**Run 1: wire density map**

The die is cut into 14 by 14 equal tiles; white is low, dark blue is high, scaled to the fullest tile. Values are wire area over tile area, all layers added.
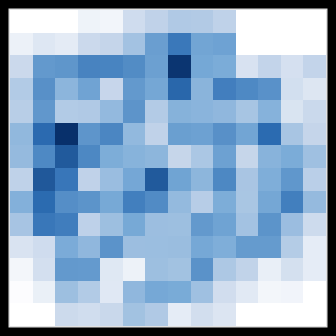
**Run 1: track usage over the die**

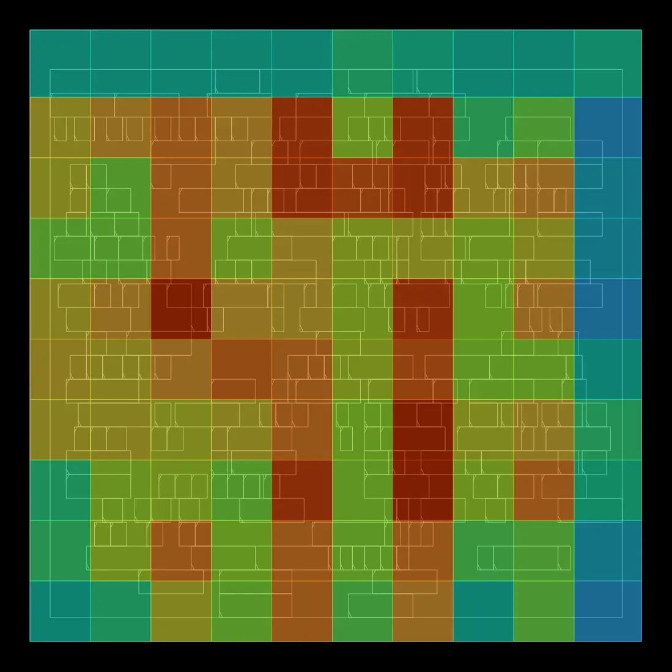
**Run 1: metal layers overlaid**

Bar = 20 µm. Only two layers are drawn.
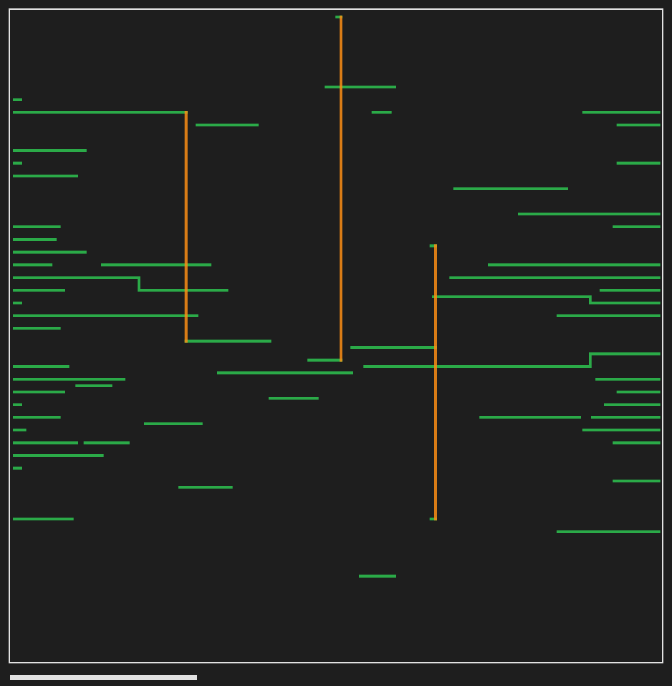
==> config.mk <==
export PLATFORM = sky130hd
export DESIGN_NAME = app_reg_host_flat
export DESIGN_NICKNAME = d
export VERILOG_FILES = /design/src/rtl/app_reg_if.sv /design/src/rtl/app_reg_host.sv /design/src/flat_wrapper.sv
export SDC_FILE = /design/constraint.sdc
export NUM_CORES = 1
export LEC_CHECK = 0
export CORE_MARGIN = 2
export CORE_UTILIZATION = 50
export CTS_CLUSTER_SIZE = 20
export DETAILED_ROUTE_END_ITERATION = 16
export DONT_BUFFER_PORTS = 1
export SYNTH_ARGS = -nofsm -noshare
export SYNTH_HDL_FRONTEND = slang
export SYNTH_SLANG_ARGS = --single-unit
export TNS_END_PERCENT = 100
==> constraint.sdc <==
create_clock -name clk -period 2.05 [get_ports clk]
set_clock_uncertainty 0.2 [all_clocks]
set_input_delay 0.41 -clock clk [delete_from_list [all_inputs] [get_ports clk]]
set_output_delay 0.41 -clock clk [all_outputs]
set_load 0.03 [all_outputs]
==> src/rtl/app_reg_if.sv <==
// ============================================================================
// Module : app_reg_if
// Brief  : Register bundle between the register host and the device consumer.
// Rev    : 1.0  initial release
// ============================================================================
`default_nettype none

interface app_reg_if;
    logic [7:0]  base_wr;
    logic [15:0] example_wr;
    logic [7:0]  base_rd;
    logic [15:0] example_rd;

    modport host (
        output base_wr,
        output example_wr,
        input  base_rd,
        input  example_rd
    );

    modport device (
        input  base_wr,
        input  example_wr,
        output base_rd,
        output example_rd
    );
endinterface

`default_nettype wire

==> src/rtl/app_reg_host.sv <==
// ============================================================================
// Module : app_reg_host
// Brief  : Single-outstanding register host: valid/ready request in, drives
//          app_reg_if host side, samples readback after a settle delay.
//          Optional macro APP_REG_HOST_ERR_EN flags writes to read-only addrs.
// Rev    : 1.0  initial release
// ============================================================================
`default_nettype none

module app_reg_host #(
    parameter int SETTLE_CYCLES = 2
) (
    input  wire logic        clk,
    input  wire logic        rst,
    input  wire logic        req_valid,
    output logic             req_ready,
    input  wire logic        req_write,
    input  wire logic [1:0]  req_addr,
    input  wire logic [15:0] req_wdata,
    output logic             rsp_valid,
    input  wire logic        rsp_ready,
    output logic [15:0]      rsp_rdata,
    output logic             rsp_err,
    app_reg_if.host          regs
);

    localparam int c_cnt_w = (SETTLE_CYCLES < 1) ? 1 : $clog2(SETTLE_CYCLES + 1);
    localparam logic [c_cnt_w-1:0] c_settle  = c_cnt_w'(SETTLE_CYCLES);
    localparam logic [c_cnt_w-1:0] c_cnt_one = c_cnt_w'(1);

    typedef enum logic [1:0] {
        S_IDLE   = 2'd0,
        S_SETTLE = 2'd1,
        S_RESP   = 2'd2
    } state_t;

    state_t               r_state;
    state_t               w_state_nxt;
    logic [c_cnt_w-1:0]   r_cnt;
    logic [1:0]           r_addr;
    logic [7:0]           r_base_wr;
    logic [15:0]          r_example_wr;
    logic [15:0]          r_rsp_rdata;
    logic [15:0]          w_rdback;
    logic                 w_req_fire;
    logic                 w_settle_done;

    assign req_ready     = (r_state == S_IDLE) && !rst;
    assign w_req_fire    = req_valid && req_ready;
    assign w_settle_done = (r_state == S_SETTLE) && (r_cnt == '0);
    assign rsp_valid     = (r_state == S_RESP);
    assign rsp_rdata     = r_rsp_rdata;

    assign regs.base_wr    = r_base_wr;
    assign regs.example_wr = r_example_wr;

    always_ff @(posedge clk) begin
        if (rst) begin
            r_state <= S_IDLE;
        end else begin
            r_state <= w_state_nxt;
        end
    end

    always_comb begin
        w_state_nxt = r_state;
        case (r_state)
            S_IDLE:   if (w_req_fire)    w_state_nxt = S_SETTLE;
            S_SETTLE: if (r_cnt == '0)   w_state_nxt = S_RESP;
            S_RESP:   if (rsp_ready)     w_state_nxt = S_IDLE;
            default:                     w_state_nxt = S_IDLE;
        endcase
    end

    // Readback of the latched address; writes have already landed by now.
    always_comb begin
        w_rdback = 16'h0000;
        case (r_addr)
            2'd0:    w_rdback = {8'h00, r_base_wr};
            2'd1:    w_rdback = r_example_wr;
            2'd2:    w_rdback = {8'h00, regs.base_rd};
            default: w_rdback = regs.example_rd;
        endcase
    end

    always_ff @(posedge clk) begin
        if (rst) begin
            r_cnt        <= '0;
            r_addr       <= 2'd0;
            r_base_wr    <= 8'h00;
            r_example_wr <= 16'h0000;
            r_rsp_rdata  <= 16'h0000;
        end else begin
            if (w_req_fire) begin
                r_addr <= req_addr;
                r_cnt  <= c_settle;
                if (req_write) begin
                    case (req_addr)
                        2'd0:    r_base_wr    <= req_wdata[7:0];
                        2'd1:    r_example_wr <= req_wdata;
                        default: ;
                    endcase
                end
            end else if (r_state == S_SETTLE) begin
                if (r_cnt != '0) begin
                    r_cnt <= r_cnt - c_cnt_one;
                end else begin
                    r_rsp_rdata <= w_rdback;
                end
            end
        end
    end

`ifdef APP_REG_HOST_ERR_EN
    logic r_write;
    logic r_rsp_err;

    // Addresses 2 and 3 are read-only; a write there is reported, not applied.
    always_ff @(posedge clk) begin
        if (rst) begin
            r_write   <= 1'b0;
            r_rsp_err <= 1'b0;
        end else begin
            if (w_req_fire) begin
                r_write <= req_write;
            end
            if (w_settle_done) begin
                r_rsp_err <= r_write && r_addr[1];
            end
        end
    end

    assign rsp_err = r_rsp_err;
`else
    assign rsp_err = 1'b0;
`endif

endmodule

`default_nettype wire

==> src/flat_wrapper.sv <==
// flat-port wrapper written by rule: the top's interface ports become plain ports
module app_reg_host_flat 
#(
    parameter int SETTLE_CYCLES = 2
)
  (clk, rst, req_valid, req_ready, req_write, req_addr, req_wdata, rsp_valid, rsp_ready, rsp_rdata, rsp_err, regs_base_wr, regs_example_wr, regs_base_rd, regs_example_rd);
  app_reg_if regs_i ();
  input  wire logic clk;
  input  wire logic rst;
  input  wire logic req_valid;
  output logic req_ready;
  input  wire logic req_write;
  input  wire logic [1:0] req_addr;
  input  wire logic [15:0] req_wdata;
  output logic rsp_valid;
  input  wire logic rsp_ready;
  output logic [15:0] rsp_rdata;
  output logic rsp_err;
  output wire logic [$bits(regs_i.base_wr)-1:0] regs_base_wr;
  output wire logic [$bits(regs_i.example_wr)-1:0] regs_example_wr;
  input wire logic [$bits(regs_i.base_rd)-1:0] regs_base_rd;
  input wire logic [$bits(regs_i.example_rd)-1:0] regs_example_rd;
  assign regs_base_wr = regs_i.base_wr;
  assign regs_example_wr = regs_i.example_wr;
  assign regs_i.base_rd = regs_base_rd;
  assign regs_i.example_rd = regs_example_rd;
  app_reg_host #(.SETTLE_CYCLES(SETTLE_CYCLES)) u_core (.clk(clk), .rst(rst), .req_valid(req_valid), .req_ready(req_ready), .req_write(req_write), .req_addr(req_addr), .req_wdata(req_wdata), .rsp_valid(rsp_valid), .rsp_ready(rsp_ready), .rsp_rdata(rsp_rdata), .rsp_err(rsp_err), .regs(regs_i));
endmodule
==> out/results.md, run 1 <==
| Group | Parameter | Reported |
| --- | --- | --- |
| cells and area | Combinational share of cell area | 47.74% |
| cells and area | Count of nets after finishing | 278 |
| run status | Run status | finished, final reports clean |
| floorplanning | Row count | 23 |
| yosys | Syn_area_per_cell | 9.128 µm² |
| critical path | Max incr delay on CP | 0.77 ns |
| placed design | Place WS | 0.1828 ns |
| cells and area | Logic cell area | 1082 µm² |
| sta | Slack of the critical path | 0.1710 ns |
| yosys | Post-synthesis cell type with the largest combined area | sky130_fd_sc_hd__dfxtp_1 |
| grt | Global-route wire length before repair | 8894 µm |
| sta | Cycle use final | 91.66% |
| floorplanning | Area of the die | 4869 µm² |
| floorplanning | Number of tap instances | 50 |
| cts | Library cell used as clock root buffer | sky130_fd_sc_hd__clkbuf_8 |
| cells and area | Clock buffer cells | 7 |
| routing | Post-detailed-route DRC marker count | 0 |
| cells and area | Post-route cell area | 2267 µm² |
| critical path | Capture point of the worst reg-to-reg path | u_core.rsp_rdata[2] |
| critical path | FF-to-FF Start | u_core.r_state[0] |
| grt | Number of global-route vias before repair | 1681 |
| routing | Vias per inst | 6.372 |
| placed design | Placed Instance Area | 2156 µm² |
| critical path | Chain of cells forming the critical path | or4b_1 > nand2_1 > a21oi_1 |
| yosys | Proportion of netlist area held by the largest area contributor | 42.57% |
| cts | Count of cells resized by post-cts repair | 0 |
| min path | Hold path start | req_addr[1] |
| floorplanning | Die width | 69.78 µm |
| critical path | Worst-case reg-to-reg path depth | 3 |
| cells and area | Comb gates | 165 |
| flow run | Tool warnings | 26 |
| critical path | Kind of cell adding the most delay to the critical path | simple AND/OR/NAND/NOR gates |
| sta | Peak clock frequency supported by timing | 532.2 MHz |
| min path | Worst Hold Depth | 2 |
| min path | Worst Hold Endpoint | u_core.r_addr[1] |
| cells and area | Proportion of cell area occupied by registers | 40.62% |
| yosys | Chip Area, Yosys | 2163 µm² |
| critical path | Standard cell with the maximum stage delay on the critical path | sky130_fd_sc_hd__or4b_1 |
| power and ir drop | Power per cell area | 764.1 nW/µm² |
| critical path | Endpoint kind of the worst setup timing path | flop |
| critical path | Number of buffer and inverter stages on the critical path | 0 |
| grt | Antenna violations before repair | 0 |
| routing | Number of DRC markers after the initial detailed-route iteration | 124 |
| cts | H-tree levels | 2 |
| critical path | Setup Crit Path Kind | reg2reg |
| flow run | Max-cap check violation count | 0 |
| cells and area | Non-clock buffers | 13 |
| critical path | Reg-to-reg slack, setup | 0.17 ns |
| cells and area | Sequential standard cell area | 920.9 µm² |
| placed design | Number of placed instances, taps included | 273 |
| sta | Number of endpoints with negative hold slack in the final report | 0 |
| grt | Aggregate global routing overflow | 0 |
| cells and area | Growth of design area from synthesis to finish | 4.800% |
| yosys | Mapped cell area | 2163 µm² |
| placed design | Number of buffers added on ports | 0 |
| routing | Count of antenna-violating nets left after detailed routing | 0 |
| critical path | Data arrival time of the critical path | 1.87 ns |
| cts | Number of clock sinks | 46 |
| yosys | Top cells by count, synth | sky130_fd_sc_hd__dfxtp_1 (46), sky130_fd_sc_hd__a21oi_1 (43), sky130_fd_sc_hd__nand2_1 (28), sky130_fd_sc_hd__o21ai_1 (24) |
| cells and area | Seq cells | 46 |
| cells and area | Non-Clock Buffer Area Fraction | 4.857% |
| cells and area | Share of the core filled with cells | 55.48% |
| floorplanning | Core Area | 4086 µm² |
| sta | Worst slew margin relative to its limit | 62.32% |
| yosys | Largest cells by area | sky130_fd_sc_hd__dfxtp_1 (43%), sky130_fd_sc_hd__a21oi_1 (9.9%), sky130_fd_sc_hd__mux4_2 (8.3%) |
| yosys | Share of flip-flops with an asynchronous set or reset after synthesis | 0% |
| cells and area | Fraction of final layout cells sized beyond drive strength 1 | 15.95% |
| cts | TritonCTS clock tree | built |
| floorplanning | Number of top-level pins | 90 |
| cells and area | Post-Layout Cell Count | 282 |
| routing | First drt pass iteration count | 4 |
| cts | Total CTS buffers | 5 |
| yosys | Flip-flops with a built-in enable | 0 |
| cells and area | Leading cell category by total area | multi-input combinational cells |
| cells and area | Number of ordinary inverters in the final layout | 0 |
| yosys | Most numerous cell in the Yosys netlist | sky130_fd_sc_hd__dfxtp_1 |
| grt | Largest net degree at the start of global routing | 46 |
| critical path | Crit path required time | 2.04 ns |
| sta | Setup repair after global routing missed its margin | no |
| yosys | Number of warnings reported in the yosys synthesis log | 0 |
| power and ir drop | Total design power | 1.732 mW |
| floorplanning | Y dimension of the die | 69.78 µm |
About 'wire density map':
9.7% of the tiles are nearly empty. 33% of the tiles are over half the peak. The fullest tile reaches 0.49. The mean over all tiles is 0.19.
overall routing resource usage: 23.06%
Routed WL per cell: 19.61 µm
final WL: 5531 µm
total via count in the routed design: 1797

About 'track usage over the die':
most used routing layer: met2
global routing met3 resource utilization: 7.703%
met2 Track Usage GR: 34.29%

About 'metal layers overlaid':
Key: green = M3 [wire length 480 µm]; orange = M4 [wire length 90.4 µm]

-- run 1: logic make-up (layout without fill, tap and decap cells) --
group,count (synthesis),count (layout),synth area share [%]
AND/OR/NAND/NOR,77,77,20.65
AND-OR/OR-AND,71,71,16.72
multiplexers,16,16,12.49
other,1,1,0.1733
flip-flops,46,46,42.57
buffers and inverters,26,21,7.403
-- run 1: power breakdown --
group	switching, mW	internal [mW]
registers	0.0525	0.912
logic	0.117	0.0881
clock network	0.291	0.272
-- run 1: per-layer routing --
metal / up-vias / track usage [%] / share of wire, %
li1: 849 / - / -
met1: 866 / 30.59 / 41
met2: 75 / 34.29 / 48
met3: 7 / 7.703 / 8.7
met4: 0 / 9.829 / 1.6
met5: - / 0 / 0
**Run 1: M1 wires**

Bar = 20 µm.
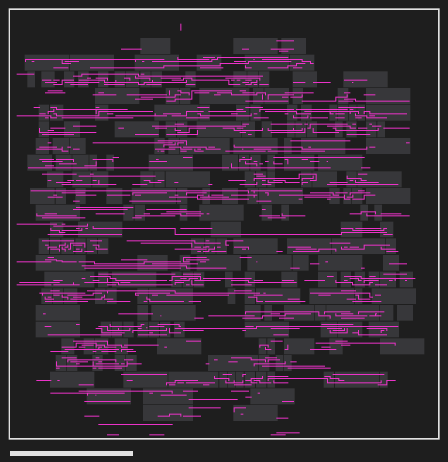

==> run 2: changes to the inputs <==
- REMOVE_ABC_BUFFERS: not set -> 1
**Run 2: M1 wires**

Bar = 20 µm.
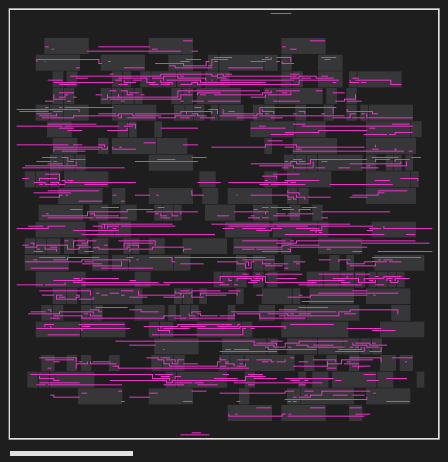
The layer carries 2450 µm of wire. The layer holds 41% of the routed length. The longest straight run is 22.5 µm.
total via count in the routed design: 1817
final WL: 5943 µm
global-route track usage on met1: 32.94%

==> run 2 against run 1 <==
  * First-iteration DRC count is 4.0% lower
  * Cell area is 1.2% higher
  * Die area stayed put
  * Synthesized area stayed put
  * Global-route usage is 1.8 points higher
  * Clock power is about 20% higher
  * Non-clock buffer count is 1 higher
  * Sequential power is 0.8% lower
  * Clock-buffer cell count is 1 lower
  * Register-to-register slack better by 0.07 ns
  * Worst setup slack worse by 0.037 ns
==> out/results.md, run 2 <==
| Group | Parameter | Reported |
| --- | --- | --- |
| critical path | Standard cell with the maximum stage delay on the critical path | sky130_fd_sc_hd__dfxtp_1 |
| cells and area | Fraction of final layout cells sized beyond drive strength 1 | 16.31% |
| floorplanning | Number of tap instances | 50 |
| grt | Number of global-route vias before repair | 1907 |
| floorplanning | Area of the die | 4869 µm² |
| yosys | Synth Area in Compound Gates | 16.71% |
| cells and area | Clock buffer cells | 6 |
| yosys | Syn_area_per_cell | 9.128 µm² |
| routing | WL met1 | 2447 µm |
| floorplanning | Row count | 23 |
| grt | Global-route wire length before repair | 9618 µm |
| critical path | Reg-to-reg slack, setup | 0.24 ns |
| power and ir drop | Switching portion of total power | 26.33% |
| critical path | Crit path required time | 1.44 ns |
| routing | Routed WL per cell | 21.00 µm |
| critical path | Number of buffer and inverter stages on the critical path | 1 |
| power and ir drop | Pint | 1.367 mW |
| routing | First drt pass iteration count | 4 |
| power and ir drop | Net switching power of the design | 488.5 µW |
| placed design | Place WS | 0.2690 ns |
| floorplanning | Die width | 69.78 µm |
| cells and area | Comb gates | 165 |
| grt | Largest net degree at the start of global routing | 46 |
| grt | Most used routing layer | met2 |
| routing | Post-detailed-route DRC marker count | 0 |
| critical path | Kind of cell adding the most delay to the critical path | flip-flops |
| yosys | Main combinational cell family by area after synthesis | simple AND/OR/NAND/NOR gates |
| routing | Count of antenna-violating nets left after detailed routing | 0 |
| power and ir drop | Clock Power Share | 36.4% |
| cells and area | Post-Layout Cell Count | 283 |
| power and ir drop | Comb group | 224 µW |
| yosys | Number of warnings reported in the yosys synthesis log | 0 |
| routing | Routed length on met2 | 2851 µm |
| yosys | Mux contribution to synthesized area | 12.49% |
| routing | Top routing layer in use | met4 |
| floorplanning | Core Area | 4086 µm² |
| sta | Cycle use final | 93.47% |
| yosys | Post-synthesis cell type with the largest combined area | sky130_fd_sc_hd__dfxtp_1 |
| grt | Aggregate global routing overflow | 0 |
| sta | Slack of the critical path | 0.1338 ns |
| yosys | Chip Area, Yosys | 2163 µm² |
| cells and area | Non-clock buffers | 14 |
| cells and area | Growth of design area from synthesis to finish | 6.015% |
| critical path | Endpoint kind of the worst setup timing path | primary output |
| flow run | Max-cap check violation count | 0 |
| cells and area | Sequential standard cell area | 920.9 µm² |
| power and ir drop | Power Clock | 674 µW |
| cells and area | Seq cells | 46 |
| cts | Number of clock sinks | 46 |
| critical path | Chain of cells forming the critical path | nor2b_1 > buf_4 |
| critical path | Setup Crit Path Kind | reg2out |
| power and ir drop | Group with the largest share of power | registers |
| yosys | Mapped cell area | 2163 µm² |
| critical path | Data arrival time of the critical path | 1.31 ns |
| yosys | Flip-flops with a built-in enable | 0 |
| cells and area | Post-route cell area | 2293 µm² |
| cells and area | Combinational share of cell area | 47.19% |
| yosys | Top cells by count, synth | sky130_fd_sc_hd__dfxtp_1 (46), sky130_fd_sc_hd__a21oi_1 (43), sky130_fd_sc_hd__nand2_1 (28), sky130_fd_sc_hd__o21ai_1 (24) |
| min path | Worst Hold Depth | 2 |
| grt | Global routing met3 resource utilization | 7.703% |
| power and ir drop | Combinational power share | 12.1% |
| cts | Total CTS buffers | 5 |
| cells and area | Logic cell area | 1082 µm² |
| placed design | Number of buffers added on ports | 0 |
| sta | Setup repair after global routing missed its margin | no |
| cts | H-tree levels | 2 |
| run status | Run status | finished, final reports clean |
| critical path | FF-to-FF Start | u_core.r_state[1] |
| power and ir drop | Portion of total power attributed to sequential cells | 51.6% |
| routing | Number of DRC markers after the initial detailed-route iteration | 119 |
| placed design | Placed Instance Area | 2163 µm² |
| cells and area | Proportion of cell area occupied by registers | 40.15% |
| critical path | Worst-case reg-to-reg path depth | 3 |
| critical path | Capture point of the worst reg-to-reg path | u_core.regs.example_wr[6] |
| cells and area | Share of the core filled with cells | 56.12% |
| sta | Peak clock frequency supported by timing | 521.9 MHz |
| cells and area | Number of ordinary inverters in the final layout | 0 |
| min path | Worst Hold Endpoint | u_core.r_addr[1] |
[run 2: cell counts after synthesis]
Identical to the previous run, type by type.
[run 2: repair_timing]
action / in CTS / in global routing
gates resized: 0 / 0
hold buffers: 1 / 0
endpoints found under the hold margin: 45 / 0
[run 2: how the worst max path moves through the flow]
| stage | endpoint | slack, ns | cells after the start |
|---|---|---|---|
| floorplan | u_core.regs.example_wr[0] | 0.28 | 3 |
| global placement | u_core.rsp_rdata[2] | 0.34 | 4 |
| detailed placement | u_core.regs.example_wr[2] | 0.27 | 3 |
| CTS | rsp_valid | 0.13 | 2 |
| global route | rsp_valid | 0.06 | 2 |
| finish | rsp_valid | 0.13 | 2 |
No activity file was given, so power comes from the tool's default toggle rates.
